--- src/rtl/regfile_sb.sv ---
// Register file with two read ports, two prioritised write ports, hardwired r0 and a
// write-back scoreboard (per-register busy bits, busy counter, stall). Optional macro: REGFILE_BYPASS_EN.
module regfile_sb #(
  parameter  int NREGS  = 32,
  parameter  int DWIDTH = 32,
  localparam int AW     = $clog2(NREGS)
) (
  input  logic              CLK,
  input  logic              nRST,
  input  logic [AW-1:0]     rsel0,
  input  logic [AW-1:0]     rsel1,
  output logic [DWIDTH-1:0] rdat0,
  output logic [DWIDTH-1:0] rdat1,
  input  logic              wen0,
  input  logic [AW-1:0]     wsel0,
  input  logic [DWIDTH-1:0] wdat0,
  input  logic              wen1,
  input  logic [AW-1:0]     wsel1,
  input  logic [DWIDTH-1:0] wdat1,
  input  logic              rsv_en,
  input  logic [AW-1:0]     rsv_sel,
  output logic              busy0,
  output logic              busy1,
  output logic              stall,
  output logic [AW:0]       busy_cnt
);

  logic [DWIDTH-1:0] regs_q [NREGS];
  logic [NREGS-1:0]  busy_q, busy_d;
  logic [AW:0]       cnt_q, cnt_d;

  logic [NREGS-1:0]  wr_mask;
  logic [NREGS-1:0]  rsv_mask;
  logic [AW:0]       set_n;
  logic [AW:0]       clr_n;

  // Decode write/reserve targets; bit 0 is never a target so r0 stays zero and idle.
  // NOTE: every always_comb output gets a default first, otherwise a latch is inferred.
  always_comb begin
    wr_mask  = '0;
    rsv_mask = '0;
    for (int i = 1; i < NREGS; i++) begin
      wr_mask[i]  = (wen0 && (wsel0 == AW'(i))) || (wen1 && (wsel1 == AW'(i)));
      rsv_mask[i] = rsv_en && (rsv_sel == AW'(i));
    end
  end

  // Reserve beats a same-cycle write; counter tracks only real 0->1 and 1->0 transitions.
  always_comb begin
    busy_d = (busy_q & ~wr_mask) | rsv_mask;
    set_n  = '0;
    clr_n  = '0;
    for (int i = 0; i < NREGS; i++) begin
      set_n = set_n + {{AW{1'b0}}, rsv_mask[i] & ~busy_q[i]};
      clr_n = clr_n + {{AW{1'b0}}, wr_mask[i] & busy_q[i] & ~rsv_mask[i]};
    end
    cnt_d = cnt_q + set_n - clr_n;
  end

  // NOTE: the array is reset because architectural state must read 0 after reset; state uses <= only.
  always_ff @(posedge CLK or negedge nRST) begin
    if (!nRST) begin
      for (int i = 0; i < NREGS; i++) regs_q[i] <= '0;
      busy_q <= '0;
      cnt_q  <= '0;
    end else begin
      for (int i = 1; i < NREGS; i++) begin
        if (wen1 && (wsel1 == AW'(i)))      regs_q[i] <= wdat1;
        else if (wen0 && (wsel0 == AW'(i))) regs_q[i] <= wdat0;
      end
      busy_q <= busy_d;
      cnt_q  <= cnt_d;
    end
  end

  always_comb begin
    rdat0 = regs_q[rsel0];
    rdat1 = regs_q[rsel1];
    busy0 = busy_q[rsel0];
    busy1 = busy_q[rsel1];
`ifdef REGFILE_BYPASS_EN
    // Write-first forwarding, port 1 over port 0; gated so nothing leaks out during reset.
    if (rsel0 != '0) begin
      if (wen1 && (wsel1 == rsel0))      rdat0 = wdat1;
      else if (wen0 && (wsel0 == rsel0)) rdat0 = wdat0;
    end
    if (rsel1 != '0) begin
      if (wen1 && (wsel1 == rsel1))      rdat1 = wdat1;
      else if (wen0 && (wsel0 == rsel1)) rdat1 = wdat0;
    end
    if (wr_mask[rsel0] && !rsv_mask[rsel0]) busy0 = 1'b0;
    if (wr_mask[rsel1] && !rsv_mask[rsel1]) busy1 = 1'b0;
    if (!nRST) begin
      rdat0 = '0;
      rdat1 = '0;
    end
`endif
    stall = busy0 | busy1;
  end

  assign busy_cnt = cnt_q;

endmodule

--- config.mk ---
export PLATFORM = sky130hd
export DESIGN_NAME = regfile_sb
export DESIGN_NICKNAME = d
export VERILOG_FILES = /design/src/rtl/regfile_sb.sv
export SDC_FILE = /design/constraint.sdc
export NUM_CORES = 2
export LEC_CHECK = 0
export CAP_MARGIN = 20
export CORE_MARGIN = 8
export CORE_UTILIZATION = 50
export CTS_CLUSTER_SIZE = 20
export DETAILED_ROUTE_END_ITERATION = 7
export GPL_ROUTABILITY_DRIVEN = 0
export HOLD_SLACK_MARGIN = 0.02
export PLACE_DENSITY = 0.69
export SLEW_MARGIN = 20
export SYNTH_ARGS = -nofsm -noshare
export SYNTH_HDL_FRONTEND = slang
export SYNTH_SLANG_ARGS = --single-unit
--- constraint.sdc ---
create_clock -name CLK -period 6.03 [get_ports CLK]
set_clock_uncertainty 0.1 [all_clocks]
set_input_delay 0.603 -clock CLK [delete_from_list [all_inputs] [get_ports CLK]]
set_output_delay 0.603 -clock CLK [all_outputs]
set_load 0.01 [all_outputs]
==> deck_impl_summary.md <==
Implementation Results

Layout
  • Top cell excl fill/tap: mux2i_1
  • Count of non-CTS buffers in the layout: around 470
  • Seq area share: roughly a third
  • Biggest register: regs_q
  • # clk buffers: around 160
  • FFs & Latches: between 1k and 1.5k
  • Post-layout util: 56.6%
  • Antenna diode count: 7
  • Non-clk invs: about 73
  • Synth-to-layout area growth: 12.2%
  • Multi-In Gates: 4,476
  • Top Layout Cells: 1,130 x mux2i_1, 1,029 x dfrtp_1, 560 x nand2_1, 557 x a21oi_1, 546 x nor2_1
  • Reg area: 25,700 sq um
  • MI comb area: 38,000 sq um
  • Buffering overhead: between 5 and 6%
  • Post-route cell area: between 70,000 and 80,000 sq um
  • # nets final: about 6.3k
  • Layout Cells excl Fill: ~8.0k

Setup path
  • Reg2Reg Capture Point: busy_cnt[4]$_DFF_PN0_
  • Buf/Inv on CP: 7
  • R2R cell count: 20
  • Worst EP arrival: around 6.6 ns
  • CP endpoint: busy_cnt[4]$_DFF_PN0_
  • Crit path depth: 25
  • Setup CP Type: input port to register
  • Crit path max-delay family: adder cells
  • Worst path slowest cell: fa_1
  • R2R Path Start: busy_q[10]$_DFF_PN0_

Yosys
  • Simple-gate portion of the synthesized area: about 8.7%
  • Post-synthesis cell count: 6,291
  • Yosys chip area: 66,400 sq um
  • Commonest flop: dfrtp_1
  • Adder Share, Synth: 1.93%
  • Avg Inst Size Synth: approximately 11 sq um
  • Synth Warn #: 32
  • Complex Gates by Area: a little over a tenth
  • Post-Synthesis Cell Area: roughly 66,000 sq um
  • Count leader, synth: mux2i_1
  • Register area share after synthesis: 38.8%
  • Area share, top type: between 30% and 40%
  • Mux share: about a third
  • # Cells Yosys: between 6k and 7k
  • Post-synth top cells: 1,130 x mux2i_1, 1,029 x dfrtp_1, 611 x nand2_1
  • Yosys reg bits: ~1k
  • Xor/xnor share of the synthesized area: less than 1%

Clocking
  • CTS Hold Bufs: 1
  • Sink Count: between 1k and 1.5k
  • Clock slew at reported path FFs: ~0.07 ns
  • Setup bufs post-CTS: 3
  • Latency at later pin: 0.74 ns
  • CTS tree: done
  • CTS resizes: roughly 76
  • CTS max path bufs: 3

Power and ir drop
  • Flop pwr share: 40.4%
  • Pwr/cell area: between 300 and 400 nW/um^2
  • Switch Pwr: 7.89 mW
  • Seq. pwr: roughly 10 mW
  • Final Total Pwr: 25.4 mW
  • Net Sw Frac: between 30% and 40%
  • Clock Power Share: around 30%

Final timing
  • Slew HR: 25.2%
  • Fmax: between 150 and 200 MHz
  • Least-Margin Pin Slew: ~1.1 ns
  • Setup TNS: -0.113 ns
  • Worst Setup Slack, final: -0.0497 ns
  • Endpoints failing setup: 3
  • Final Hold Viols: 0
  • Hold Worst Slack: between 0.2 and 0.3 ns

Global route
  • GR Overflow Total: 0
  • Number of global-route vias before repair: 52.6k
  • Gr usage total: between 30% and 40%
  • Global routing usage on met1: 40.3%
  • Initial antenna violation count: 7
  • GRT met3 Usage: under 10%
  • Most Crowded Layer GR: met2

Job
  • Number of max-cap violations: 0
  • Count of tool warnings: just over 40

Floorplan
  • Die height: 380 um
  • # Taps: about 1.8k
  • Chip area: between 100,000 and 150,000 sq um

Status
  • Failing checks: negative setup slack
  • Status: complete, but fails checks

Detailed routing
  • Drt pass-1 iters: 6
  • Initial DRC Count: about 6.7k
  • WL/cell: ~29 um
  • Met3 wire length: 22.3 mm
  • Top sig layer: met4
  • Vias per inst: between 6 and 7
  • DR WL met2: between 100 and 150 mm
  • DRC: 0
  • Final WL: roughly 230 mm

Place
  • Worst slack at placement: -1.32 ns
  • Detail Placement HPWL: ~130 mm

Hold path
  • Hold path startpoint: rsv_sel[1]
  • Hold WC Path Type: input port to register
Figure 1. The metal 1 layer.
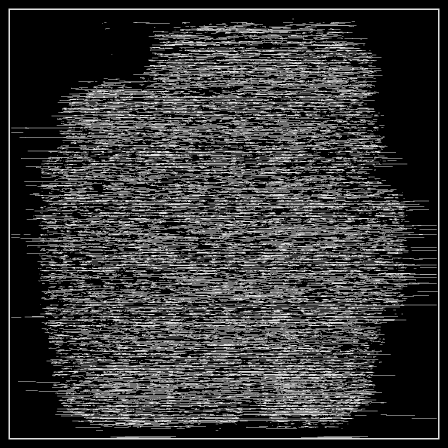
- wire length on this layer: 88.3 mm
- main direction: horizontal
- share of all routed wire: 38%
- nets with wire on the layer: 5,965

Figure 2. Met2 routing.
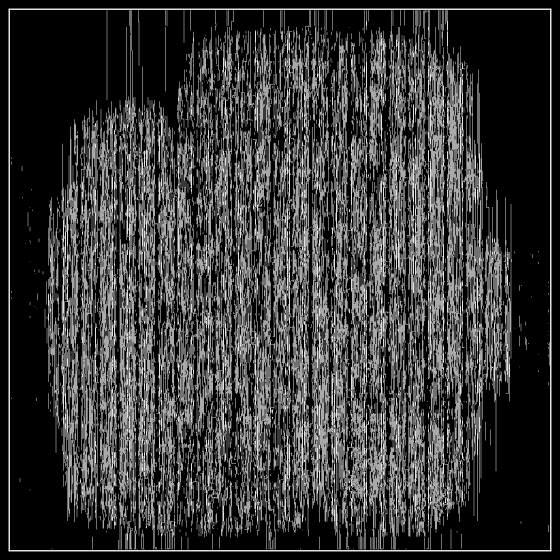
- longest straight run: 129 um
- nets with wire on the layer: 4,745
- share of all routed wire: 46%

Power and IR drop assume default switching activity.
